### Gate-type map, run 1

Bar = 20 µm.
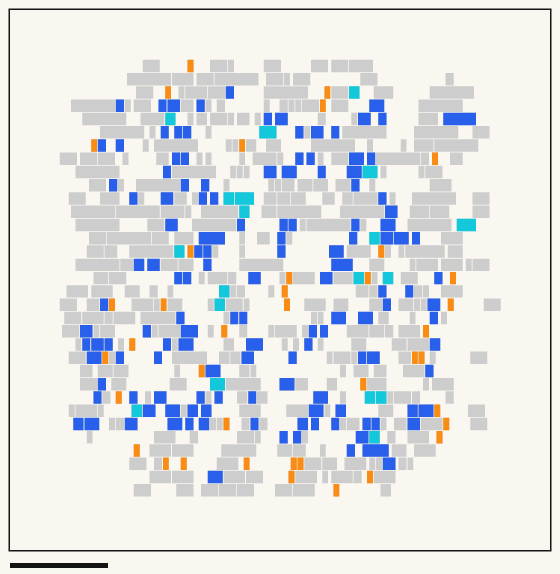
### Pin map, run 1

Pins as bars across the die edge, other pins in grey.
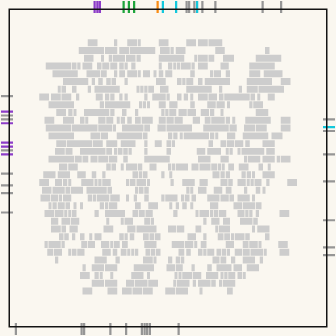
### Signal wires by layer, run 1

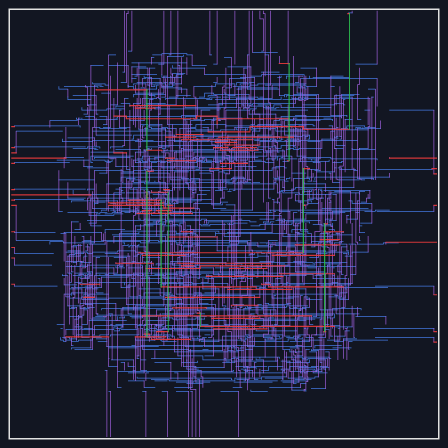
<file path="src/rtl/alu_seq.sv">
// Handshaked sequential ALU: binary/BCD add-subtract, logic ops, inc/dec and
// multi-cycle shift/rotate by count, with an internal {N,V,Z,C} flag register.
module alu_seq #(
  parameter int WIDTH      = 8,
  parameter int SHAMT_W    = 3,
  parameter int DECIMAL_EN = 0
) (
  input  logic               clk,
  input  logic               reset_n,
  input  logic               in_valid,
  output logic               in_ready,
  input  logic [3:0]         op,
  input  logic [WIDTH-1:0]   a,
  input  logic [WIDTH-1:0]   b,
  input  logic [SHAMT_W-1:0] shamt,
  input  logic               decimal,
  input  logic               flags_load,
  input  logic [3:0]         flags_in,
  output logic               out_valid,
  input  logic               out_ready,
  output logic [WIDTH-1:0]   f,
  output logic [3:0]         flags,
  output logic               busy
);

  localparam int MSB = WIDTH - 1;
  localparam int NIB = WIDTH / 4;

  typedef enum logic [1:0] {S_IDLE, S_SHIFT, S_DONE} state_t;

  state_t             r_state;
  state_t             w_state_next;
  logic [WIDTH-1:0]   r_f;
  logic [3:0]         r_flags;   // {N,V,Z,C}
  logic [WIDTH-1:0]   r_work;
  logic               r_wc;
  logic [SHAMT_W-1:0] r_cnt;
  logic [3:0]         r_op;

  logic               w_is_shift;
  logic               w_dec;
  logic [WIDTH:0]     w_sum;
  logic [WIDTH:0]     w_diff;
  logic [WIDTH-1:0]   w_bcd_add;
  logic [WIDTH-1:0]   w_bcd_sub;
  logic [4:0]         w_t_add;
  logic [4:0]         w_t_sub;
  logic               w_dc;
  logic               w_db;
  logic [WIDTH-1:0]   w_imm_f;
  logic [3:0]         w_imm_flags;
  logic               w_upd_nz;
  logic [WIDTH-1:0]   w_step;
  logic               w_step_c;

  assign w_is_shift = (op >= 4'd7) && (op <= 4'd10);
  assign w_dec      = (DECIMAL_EN != 0) && decimal;
  assign w_sum      = {1'b0, a} + {1'b0, b} + {{WIDTH{1'b0}}, r_flags[0]};
  assign w_diff     = {1'b0, a} - {1'b0, b} - {{WIDTH{1'b0}}, !r_flags[0]};

  assign f     = r_f;
  assign flags = r_flags;

  always_ff @(posedge clk or negedge reset_n) begin
    if (!reset_n) r_state <= S_IDLE;
    else          r_state <= w_state_next;
  end

  always_comb begin
    w_state_next = r_state;
    in_ready     = 1'b0;
    out_valid    = 1'b0;
    busy         = 1'b1;
    case (r_state)
      S_IDLE: begin
        busy     = 1'b0;
        in_ready = !flags_load;
        if (in_valid && !flags_load)
          w_state_next = (w_is_shift && (shamt != '0)) ? S_SHIFT : S_DONE;
      end
      S_SHIFT: begin
        if (r_cnt == SHAMT_W'(1)) w_state_next = S_DONE;
      end
      S_DONE: begin
        out_valid = 1'b1;
        if (out_ready) w_state_next = S_IDLE;
      end
      default: w_state_next = S_IDLE;
    endcase
  end

  // Nibble-serial BCD correction; the final carry/borrow becomes the decimal C.
  always_comb begin
    w_bcd_add = '0;
    w_bcd_sub = '0;
    w_t_add   = '0;
    w_t_sub   = '0;
    w_dc      = r_flags[0];
    w_db      = !r_flags[0];
    for (int i = 0; i < NIB; i++) begin
      w_t_add = {1'b0, a[4*i +: 4]} + {1'b0, b[4*i +: 4]} + {4'b0, w_dc};
      w_dc    = (w_t_add > 5'd9);
      w_bcd_add[4*i +: 4] = w_dc ? (w_t_add[3:0] + 4'd6) : w_t_add[3:0];
      w_t_sub = {1'b0, a[4*i +: 4]} - {1'b0, b[4*i +: 4]} - {4'b0, w_db};
      w_db    = w_t_sub[4];
      w_bcd_sub[4*i +: 4] = w_db ? (w_t_sub[3:0] - 4'd6) : w_t_sub[3:0];
    end
  end

  always_comb begin
    w_imm_f     = a;
    w_imm_flags = r_flags;
    w_upd_nz    = 1'b1;
    case (op)
      4'd0: begin
        w_imm_f        = w_dec ? w_bcd_add : w_sum[MSB:0];
        w_imm_flags[0] = w_dec ? w_dc : w_sum[WIDTH];
        w_imm_flags[2] = (a[MSB] == b[MSB]) && (w_sum[MSB] != a[MSB]);
      end
      4'd1: begin
        w_imm_f        = w_dec ? w_bcd_sub : w_diff[MSB:0];
        w_imm_flags[0] = w_dec ? !w_db : !w_diff[WIDTH];
        w_imm_flags[2] = (a[MSB] != b[MSB]) && (w_diff[MSB] != a[MSB]);
      end
      4'd2:  w_imm_f = a ^ b;
      4'd3:  w_imm_f = a | b;
      4'd4:  w_imm_f = a & b;
      4'd5:  w_imm_f = a + WIDTH'(1);
      4'd6:  w_imm_f = a - WIDTH'(1);
      // Only reached with a zero count: result is b, C untouched.
      4'd7, 4'd8, 4'd9, 4'd10: w_imm_f = b;
      default: w_upd_nz = 1'b0;
    endcase
    if (w_upd_nz) begin
      w_imm_flags[3] = w_imm_f[MSB];
      w_imm_flags[1] = (w_imm_f == '0);
    end
  end

  always_comb begin
    w_step   = r_work;
    w_step_c = r_wc;
    case (r_op)
      4'd7: begin
        w_step   = {r_wc, r_work[MSB:1]};
        w_step_c = r_work[0];
      end
      4'd8: begin
        w_step   = {r_work[MSB-1:0], r_wc};
        w_step_c = r_work[MSB];
      end
      4'd9: begin
        w_step   = {r_work[MSB-1:0], 1'b0};
        w_step_c = r_work[MSB];
      end
      4'd10: begin
        w_step   = {1'b0, r_work[MSB:1]};
        w_step_c = r_work[0];
      end
      default: ;
    endcase
  end

  always_ff @(posedge clk or negedge reset_n) begin
    if (!reset_n) begin
      r_f     <= '0;
      r_flags <= '0;
      r_work  <= '0;
      r_wc    <= 1'b0;
      r_cnt   <= '0;
      r_op    <= '0;
    end else begin
      case (r_state)
        S_IDLE: begin
          if (flags_load) begin
            r_flags <= flags_in;
          end else if (in_valid) begin
            if (w_is_shift && (shamt != '0)) begin
              r_work <= b;
              r_wc   <= r_flags[0];
              r_cnt  <= shamt;
              r_op   <= op;
            end else begin
              r_f     <= w_imm_f;
              r_flags <= w_imm_flags;
            end
          end
        end
        S_SHIFT: begin
          r_work <= w_step;
          r_wc   <= w_step_c;
          r_cnt  <= r_cnt - SHAMT_W'(1);
          // Last step publishes the result; V is never touched by shifts.
          if (r_cnt == SHAMT_W'(1)) begin
            r_f     <= w_step;
            r_flags <= {w_step[MSB], r_flags[2], (w_step == '0), w_step_c};
          end
        end
        default: ;
      endcase
    end
  end

endmodule

</file>
<file path="config.mk">
export PLATFORM = sky130hd
export DESIGN_NAME = alu_seq
export DESIGN_NICKNAME = d
export VERILOG_FILES = /design/src/rtl/alu_seq.sv
export SDC_FILE = /design/constraint.sdc
export NUM_CORES = 1
export LEC_CHECK = 0
export CORE_MARGIN = 10
export CORE_UTILIZATION = 45
export DETAILED_ROUTE_END_ITERATION = 10
export GPL_TIMING_DRIVEN = 0
export MAX_ROUTING_LAYER = met4
export PLACE_DENSITY_LB_ADDON = 0.3
export SYNTH_ARGS = -nofsm -noshare
export SYNTH_HDL_FRONTEND = slang
export SYNTH_SLANG_ARGS = --single-unit
</file>
<file path="constraint.sdc">
create_clock -name clk -period 3.9 [get_ports clk]
set_clock_uncertainty 0.2 [all_clocks]
set_input_delay 0.39 -clock clk [delete_from_list [all_inputs] [get_ports clk]]
set_output_delay 0.39 -clock clk [all_outputs]
set_load 0.02 [all_outputs]
</file>
==> writeup.txt, run 1 <==
The flow ran to the end, but the final reports show violations. The final reports fail on negative hold slack. Among cell families on the critical path, the largest total delay comes from AND-OR/OR-AND gates. In this run, post-CTS repair resized a total of 5 instances. The tightest min-delay check is of the in2async type. At the floorplan stage, the core utilization is reported as 45.6%. Clock network power for this build is 0.248 mW. 0 antenna diodes ended up in the layout. For reference, the final report shows the max-slew violation count at 0. The clock passes through at most 2 buffers. The category of the critical setup timing path is in2reg. Among the stages of the critical path, the cell type that occurs most often is sky130_fd_sc_hd__inv_1.

Yosys mapped a number of flops with a built-in enable equal to 0. The first global-routing pass estimated 19900 µm of wire. For this run, the leading register cell type out of synthesis is sky130_fd_sc_hd__dfrtp_1.

The critical path data arrival time came out at 3.68 ns. The total buffers and inverters traversed by the critical path was 3; the total power divided by cell area was 471 nW/µm². The run gives 3801 as the number of global-route vias before repair. The power of the combinational group came out at 1.24 mW.

The worst setup path is launched from an input pin. The sum of overflow across all layers after global routing was 0; the highest net fanout along the worst path was 5. Per Yosys stat, the portion of area used by sequential elements is 20.3%. After layout, the worst setup slack is 0.146 ns. The top cell type in the final layout, fill and taps aside, is sky130_fd_sc_hd__nand2_1. With the boundary pin count at 48, the synthesis-to-finish area growth is 18.8%. Counting every net in the synthesized netlist gives 553. The run gives 7.72 µm² for the average size of a mapped cell.

Detailed placement reports a standard cell area of 4300 µm². The run gives 12 for the worst reg-to-reg path cell count. OpenSTA lists the critical path startpoint as b[0]. With the first-iteration detailed-routing DRC count at 401, the reg2reg setup slack is 0.50 ns. The tools report the power share of the clock group as 12.0%. Per the final layout report, the fraction of cells sized above drive strength 1 comes to 7.14%. The core region is 8130 µm².

In this run the clock root is driven by a sky130_fd_sc_hd__clkbuf_8. At the placement stage, the worst setup path has a slack of -0.511 ns. The clock tree synthesis step divided the H-tree into 2 levels.

Group drawing the most power: combinational cells. For reference, the critical path cell chain is clkdlybuf4s50_1, inv_1, fa_1, inv_1, ha_1, o21ai_2, a2111oi_2, o21a_1, o311a_1, or3_1, o22ai_2, a31oi_1. The run gives 0.590 mW as the sequential group power. In the synthesized netlist, the cells that appear most often are sky130_fd_sc_hd__nand2_1 (51), sky130_fd_sc_hd__inv_1 (38), sky130_fd_sc_hd__nor2_1 (38). According to the floorplan report, the total die area is 12300 µm². Per the detail_route report, vias per standard cell equal 6.07. The relative contribution of sequential cells to total power came out at 28.4%. TritonCTS built the clock tree. Cell internal power was estimated by the tool at 1.13 mW. The net load switching power was 0.945 mW; the via total after detailed routing was 3868. For this design, the slowest cell found on the critical path is sky130_fd_sc_hd__clkdlybuf4s50_1.

The most common cell in the synthesized netlist was sky130_fd_sc_hd__nand2_1. The run gives 480 as the cell count listed in synth_stat.txt. The run gives 30 for the final hold violation count. Leaving out fill and tap cells, the most frequent cells in the layout are sky130_fd_sc_hd__nand2_1 (51), sky130_fd_sc_hd__clkdlybuf4s50_1 (44), sky130_fd_sc_hd__nor2_1 (38). The logs give 0 for the initial antenna violation count and 43.9% for the remaining max-slew budget at the tightest pin. Final worst hold slack: -0.0481 ns. Switching power as a fraction of the total was reported as 45.5%.

In this run the static leakage power is 1.95 nW. Combinational logic is responsible for 59.6% of the overall power. In the log, the iteration count for the first detailed-route pass is 5.

Buffers added to address setup during post-CTS repair amount to 0. Count of maximum capacitance violations: 0. At the pin with the least slew margin, the transition time is 0.832 ns.

The number of setup violations in the final report is 0, and the post-cts hold buffer count is 0. Counting I/O delays and the setup requirement, the final critical path takes 3.75 ns. In this build the clock could be raised as far as 0.266 GHz.

The final timing summary puts the cycle share of the worst path at 96.3%. The synthesized netlist occupies a cell area of 3710 µm². The instance count on the critical path is 12. The logs give 0 for the yosys warning tally and 33 for the number of rows in the core area.

Category of the worst setup path capture point: a register. The run gives 4400 µm² as the design area. The final routed DRC violation total was 0. The worst register-to-register path begins at flags[0].

Clock tree synthesis found a total of 30 sinks. STA puts the critical path data required time at 3.83 ns. The synthesized netlist has a Yosys-reported chip area of 3710 µm².
About 'Gate-type map':
[orange] inverters | cells: 39
[cyan] AND and OR gates | cells: 19
[blue] inverting AOI/OAI gates | cells: 135

About 'Pin map':
[cyan] flags_in | pins: 4 | direction: input | edge: 3 top, 1 right
[green] shamt | pins: 3 | direction: input | edge: top
[purple] f | pins: 8 | direction: output | edge: 5 left, 3 top
[orange] flags_load | pins: 1 | direction: input | edge: top
all pins by edge: 17 top, 13 left, 10 bottom, 8 right
Die Ht: 111 µm
die span in x: 111 µm
number of buffer cells added on primary ports: 46

About 'Signal wires by layer':
[blue] met1 | wire length: 5740 µm
[green] met4 | wire length: 225 µm
[purple] met2 | wire length: 5600 µm
[red] met3 | wire length: 866 µm
routed length per instance: 19.5 µm
Total Wirelength: 12400 µm

## run 1: final cells by class
type,count,area (µm²),share of cell area (%)
flip-flops and latches,30,751,17.0
well taps,105,131,2.98
inverters,39,146,3.32
plain buffers,24,97.6,2.22
clock buffers,6,82.6,1.88
repair buffers,46,458,10.4
multi-input cells,387,2740,62.2
## run 1: cells by family after synthesis
| kind of cell | after synthesis | share of synthesized area [%] |
|---|---|---|
| AND/OR/NAND/NOR | 148 | 20.0 |
| buffers and inverters | 63 | 6.52 |
| flip-flops | 30 | 20.3 |
| XOR/XNOR | 15 | 3.92 |
| AND-OR/OR-AND | 174 | 32.2 |
| multiplexers | 9 | 2.57 |
| adder cells (fa/ha/maj) | 41 | 14.6 |
## run 1: metal layers
| layer | global-route usage (%) | share of wire (%) | routed length, µm | vias to the layer above |
|---|---|---|---|---|
| li1 | - | - | - | 1845 |
| met1 | 26.9 | 46 | 5740 | 1842 |
| met2 | 29.7 | 45 | 5600 | 160 |
| met3 | 3.63 | 7.0 | 865 | 21 |
| met4 | 5.38 | 1.8 | 225 | 0 |
| met5 | - | 0 | 0 | - |
## run 1: worst min path at each step
stage	to	cells past startpoint
after floorplan	f[0]	0
after global placement	f[1]	2
after detailed placement	f[5]	2
after CTS	f[1]	2
after global routing	flags[2]	1
final	flags[2]	1
## run 1: per-stage QoR
step                      total power, mW  hold WS (ns)  std cells  utilization [%]   TNS, ns
after CTS                            2.06         0.294        637             54.0         0
after global placement               1.76         0.279        631             52.8     -1.86
after detailed placement             1.79         0.280        631             52.8     -1.87
final                                2.07       -0.0481        637             54.1         0
after floorplan                      1.36        -0.106        480                -         0
after global routing                 2.23       0.00667        637             54.1  -0.00998
## run 1: registers in the layout, summed over array words and instances (netlist names)
name and count:
f 8, flags 4, r_cnt 3, r_op 4
r_state 2, r_wc 1, r_work 8
==> inputs of run 2 (changes only) <==
--- a/config.mk
+++ b/config.mk
@@ -6,7 +6,7 @@
 export NUM_CORES = 1
 export LEC_CHECK = 0
 export CORE_MARGIN = 10
-export CORE_UTILIZATION = 45
+export CORE_UTILIZATION = 38
 export DETAILED_ROUTE_END_ITERATION = 10
 export GPL_TIMING_DRIVEN = 0
 export MAX_ROUTING_LAYER = met4
==> writeup.txt, run 2 <==
The number of nets with antenna violations after routing is 0 (unchanged). Cell with the biggest individual delay on the critical path: sky130_fd_sc_hd__clkdlybuf4s50_1 (unchanged). The count of distinct cell types in the synthesized netlist is 74 (unchanged), and the via count normalized by instance count is 5.86 (was 6.07). With the full die area at 14100 µm² (was 12300 µm²), the sum of negative setup slack is 0 ns (unchanged). The number of placed instances, taps included is 655 (was 631), and the boundary pin count is 48 (unchanged). Final cell utilization of the core: 47.4% (was 54.1%). The via total after detailed routing was 3885 (was 3868); the first-iteration detailed-routing DRC count was 392 (was 401). The die extent in x is 119 µm (was 111 µm). The largest net degree at the start of global routing was 31 (unchanged). The tools report the number of setup violations in the final report as 0 (unchanged). The run gives 17.7% (was 19.9%) as the aggregate global-route resource usage. The cell type with the highest occurrence count on the critical path was sky130_fd_sc_hd__inv_1 (unchanged). Crit path cell chain: clkdlybuf4s50_1, inv_1, fa_1, inv_1, ha_1, o21ai_2, a2111oi_2, o21a_1, o311a_1, or3_1, o22ai_2, a31oi_1 (unchanged). Worst reg-to-reg path cell count: 12 (unchanged).

The pin slew with the least headroom to its limit is 0.838 ns (was 0.832 ns). The number of cells on the worst hold path works out to 2. The root buffer cell was sky130_fd_sc_hd__clkbuf_8 (unchanged). With the largest buffer count on any clock path at 2 (unchanged), the instance count on the critical path is 12 (unchanged).

The chip height was 119 µm (was 111 µm). The synthesized chip area reported by yosys is 3710 µm² (unchanged), and the final routed DRC violation total is 0 (unchanged). Commonest cells post-synth: sky130_fd_sc_hd__nand2_1 (51), sky130_fd_sc_hd__inv_1 (38), sky130_fd_sc_hd__nor2_1 (38) (unchanged). Number of global-route vias before repair: 3751 (was 3801). The pre-placement core utilization is 39.5% (was 45.6%). With the netlist area before placement at 3710 µm² (unchanged), the final net count is 606 (unchanged). With the largest stage delay on the critical path at 0.60 ns (was 0.65 ns), the number of rows in the core area is 35 (was 33). The area of the core region was 9370 µm² (was 8130 µm²). Part of the cycle the worst path needs: 95.3% (was 96.3%). The leading register cell type out of synthesis is sky130_fd_sc_hd__dfrtp_1 (unchanged).

The top cell type's share of synthesized area is 20.3% (unchanged). Classification of the worst-slack hold path: reg2reg (was in2async). Top cells excl fill/tap: sky130_fd_sc_hd__nand2_1 (51), sky130_fd_sc_hd__clkdlybuf4s50_1 (44), sky130_fd_sc_hd__inv_1 (38), sky130_fd_sc_hd__nor2_1 (38), sky130_fd_sc_hd__ha_1 (36) (was sky130_fd_sc_hd__nand2_1 (51), sky130_fd_sc_hd__clkdlybuf4s50_1 (44), sky130_fd_sc_hd__nor2_1 (38)). Category of the critical setup timing path: in2reg (unchanged). The run gives 24.1% (was 26.9%) for the met1 track demand over resource in global routing. The highest net fanout along the worst path is 5 (unchanged). The tools report the category of the worst setup path launch point as an input pin (unchanged). The run gives 0 (unchanged) for the initial antenna violation count.

With the post-synthesis net count at 553 (unchanged), the leakage power is 1.94 nW (was 1.95 nW). The share of synthesized area occupied by flip-flops and latches is 20.3% (unchanged), and the final number of max-transition violations is 0 (unchanged). The met2 routing resource usage after global routing was 27.7% (was 29.7%). With the final worst slack at 0.184 ns (was 0.146 ns), the HPWL after detailed placement is 9950 µm (was 9760 µm). For the required time at the worst-slack endpoint, the log shows 3.83 ns (about the same). The cell count listed in synth_stat.txt was 480 (unchanged); the number of storage elements in the synthesis netlist was 30 (unchanged). The number of OpenROAD warnings is 44 (unchanged), and the design area is 4440 µm² (was 4400 µm²). The tools report the non-filler instance count after layout as 663 (was 637).

Top cells by area: sky130_fd_sc_hd__dfrtp_1 (20%), sky130_fd_sc_hd__ha_1 (12%), sky130_fd_sc_hd__nand2_1 (5.2%) (unchanged). The run gives 0 (unchanged) for the count of maximum capacitance violations. The logs give 480 (unchanged) for the instance tally after logic synthesis and -0.788 ns (was -0.511 ns) for the worst setup timing slack at the placement stage.

The yosys warning tally was 0 (unchanged). TritonCTS built the clock tree. The tools report the maximum level of the CTS H-tree as 2 (unchanged). The run gives 12500 µm (was 12400 µm) for the total routed wirelength. Sum of overflow across all layers after global routing: 0 (unchanged). The post-place instance area is 4330 µm² (was 4300 µm²). The run gives 467 nW/µm² (was 471 nW/µm²) for the total power divided by cell area. For the final worst hold slack, the log shows 0.299 ns (was -0.0481 ns). The final routed wire length divided by cell count was 18.8 µm (was 19.5 µm). The final hold violation count is 0 (was 30), and the average size of a mapped cell is 7.72 µm² (unchanged). The iteration count of the initial detailed-routing pass is 5 (unchanged).

Setup repair after global routing left no endpoint under its margin. For the overall power after layout, the log shows 2.08 mW (was 2.07 mW). The number of diodes was 0 (unchanged). Most common cell in the synthesized netlist: sky130_fd_sc_hd__nand2_1 (unchanged). With the met3 demand-to-capacity share in global routing at 2.19% (was 3.63%), the final critical-path required period is 3.72 ns (was 3.75 ns). Gate family responsible for the most delay along the worst path: AND-OR/OR-AND gates (unchanged).

The flow ran to the end, and the final reports show no timing, DRC or antenna violations. The tools report the wire length of the first global-routing pass as 20200 µm (was 19900 µm). The total buffers and inverters traversed by the critical path is 3 (unchanged).

The number of buffer cells added on primary ports came out at 46 (unchanged). The share of post-route cells with drive strength above 1 was 6.93% (was 7.14%). The final weighted congestion in routability-driven placement is 0.966 (was 0.945). The most crowded layer after global routing was met2 (unchanged). The run gives 0 (unchanged) for the count of flip-flops with a built-in enable after synthesis. The clock transition at the registers of the reported paths came out at 0.07 ns (was 0.06 ns).

The post-synthesis cell type with the largest combined area is sky130_fd_sc_hd__dfrtp_1 (unchanged). The tools report the category of the worst setup path capture point as a register (unchanged). With the worst voltage drop across the vdd grid at 224 µV (was 313 µV), the remaining max-slew budget at the tightest pin is 43.5% (was 43.9%). The synthesis-to-finish area growth was 19.9% (was 18.8%); the share of synthesized registers carrying an async set or reset was 100% (unchanged). Critical path data arrival time: 3.64 ns (was 3.68 ns). The number of post-CTS setup repair buffers was 0 (unchanged); the achievable frequency was 0.269 GHz (was 0.266 GHz).
## run 2: cell counts after synthesis
No cell type changed its count.
## run 2: path summary, 6_finish.rpt
kind,from,end,slack [ns]
setup / recovery,b[0],f[7],0.18
hold / removal,f[3],f[3],0.30
setup reg to reg,flags[0],flags[0],0.49
hold reg to reg,f[3],f[3],0.30
max in group asynchronous,reset_n,flags[2],2.58
min in group asynchronous,reset_n,r_cnt[0],0.48
## run 2: final cells by class
class	instances	area [µm²]
clock buffers	7	86.3
clock inverters	1	5.00
plain buffers	23	92.6
flip-flops and latches	30	751
repair buffers	47	464
inverters	39	146
fillers	982	4930
well taps	129	161
multi-input cells	387	2740
## run 2: metal layers
layer	share of wire, %	up-vias
met5	0	-
met4	0.86	0
met3	5.7	12
met2	46	138
met1	47	1888
li1	-	1847
## run 2: kinds of logic (layout without fill, tap and decap cells)
family	after synthesis	count (layout)	synth area share, %
flip-flops	30	30	20.3
AND/OR/NAND/NOR	148	148	20.0
XOR/XNOR	15	15	3.92
AND-OR/OR-AND	174	174	32.2
buffers and inverters	63	117	6.52
adder cells (fa/ha/maj)	41	41	14.6
multiplexers	9	9	2.57
## run 2: worst min-delay path: stages, from the launching register on
cell	delay, ns
sky130_fd_sc_hd__dfrtp_1	0.35
sky130_fd_sc_hd__nand2_1	0.05
sky130_fd_sc_hd__o21ai_1	0.06
## run 2: power breakdown
part	total (mW)	internal [mW]	switching, mW
clock	0.268	0.142	0.125
sequential	0.586	0.456	0.130
combinational	1.22	0.536	0.686
total	2.08	1.14	0.941
## run 2: repair_timing
item	4_1_cts	5_1_grt
resized	5	5
hold buffers	0	1
setup endpoints to repair	5	4
hold endpoints to repair	0	1
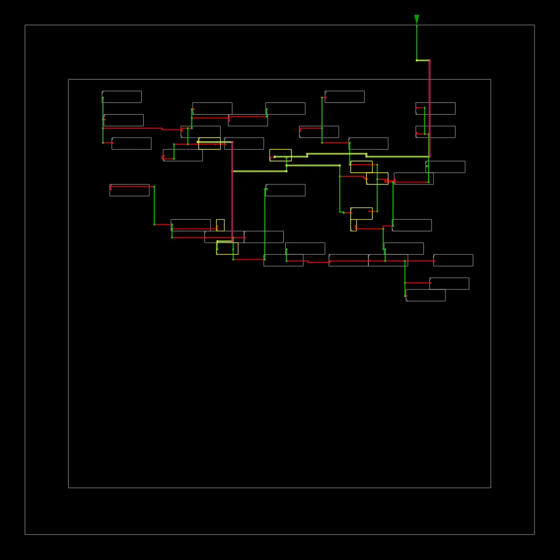
*Clock routing, run 2*
number of sequential storage elements: 30
worst-skew pair later-pin latency: 0.28 ns
number of clock buffers inserted by TritonCTS: 5
clock group total power: 0.268 mW
sinks on the clock net: 30

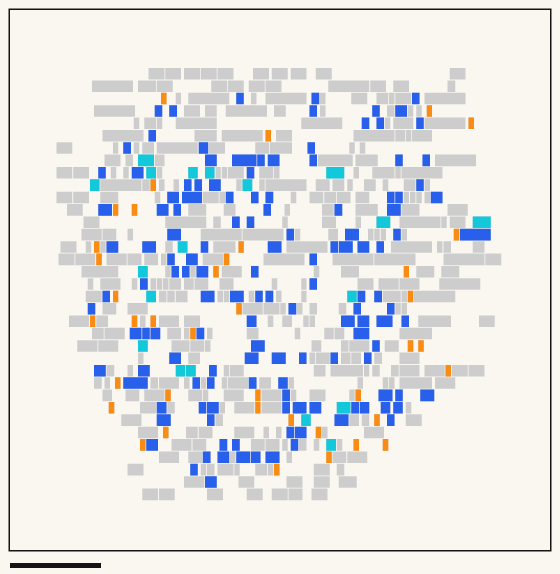
*Gate-type map, run 2*
Bar = 20 µm.
[blue] inverting AOI/OAI gates | cells: 135
[orange] inverters | cells: 39
[cyan] AND and OR gates | cells: 19
multi-input gate share of the layout cell area: 61.6%
most common cell after layout, fill and taps aside: sky130_fd_sc_hd__nand2_1

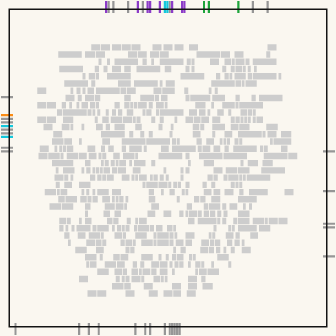
*Pin map, run 2*
Pins as bars across the die edge, other pins in grey.
[orange] flags_load | pins: 1 | direction: input | edge: left
[green] shamt | pins: 3 | direction: input | edge: top
[cyan] flags_in | pins: 4 | direction: input | edge: 2 top, 2 left
[purple] f | pins: 8 | direction: output | edge: top
all pins by edge: 20 top, 13 bottom, 10 left, 5 right

Power and IR drop assume default switching activity.
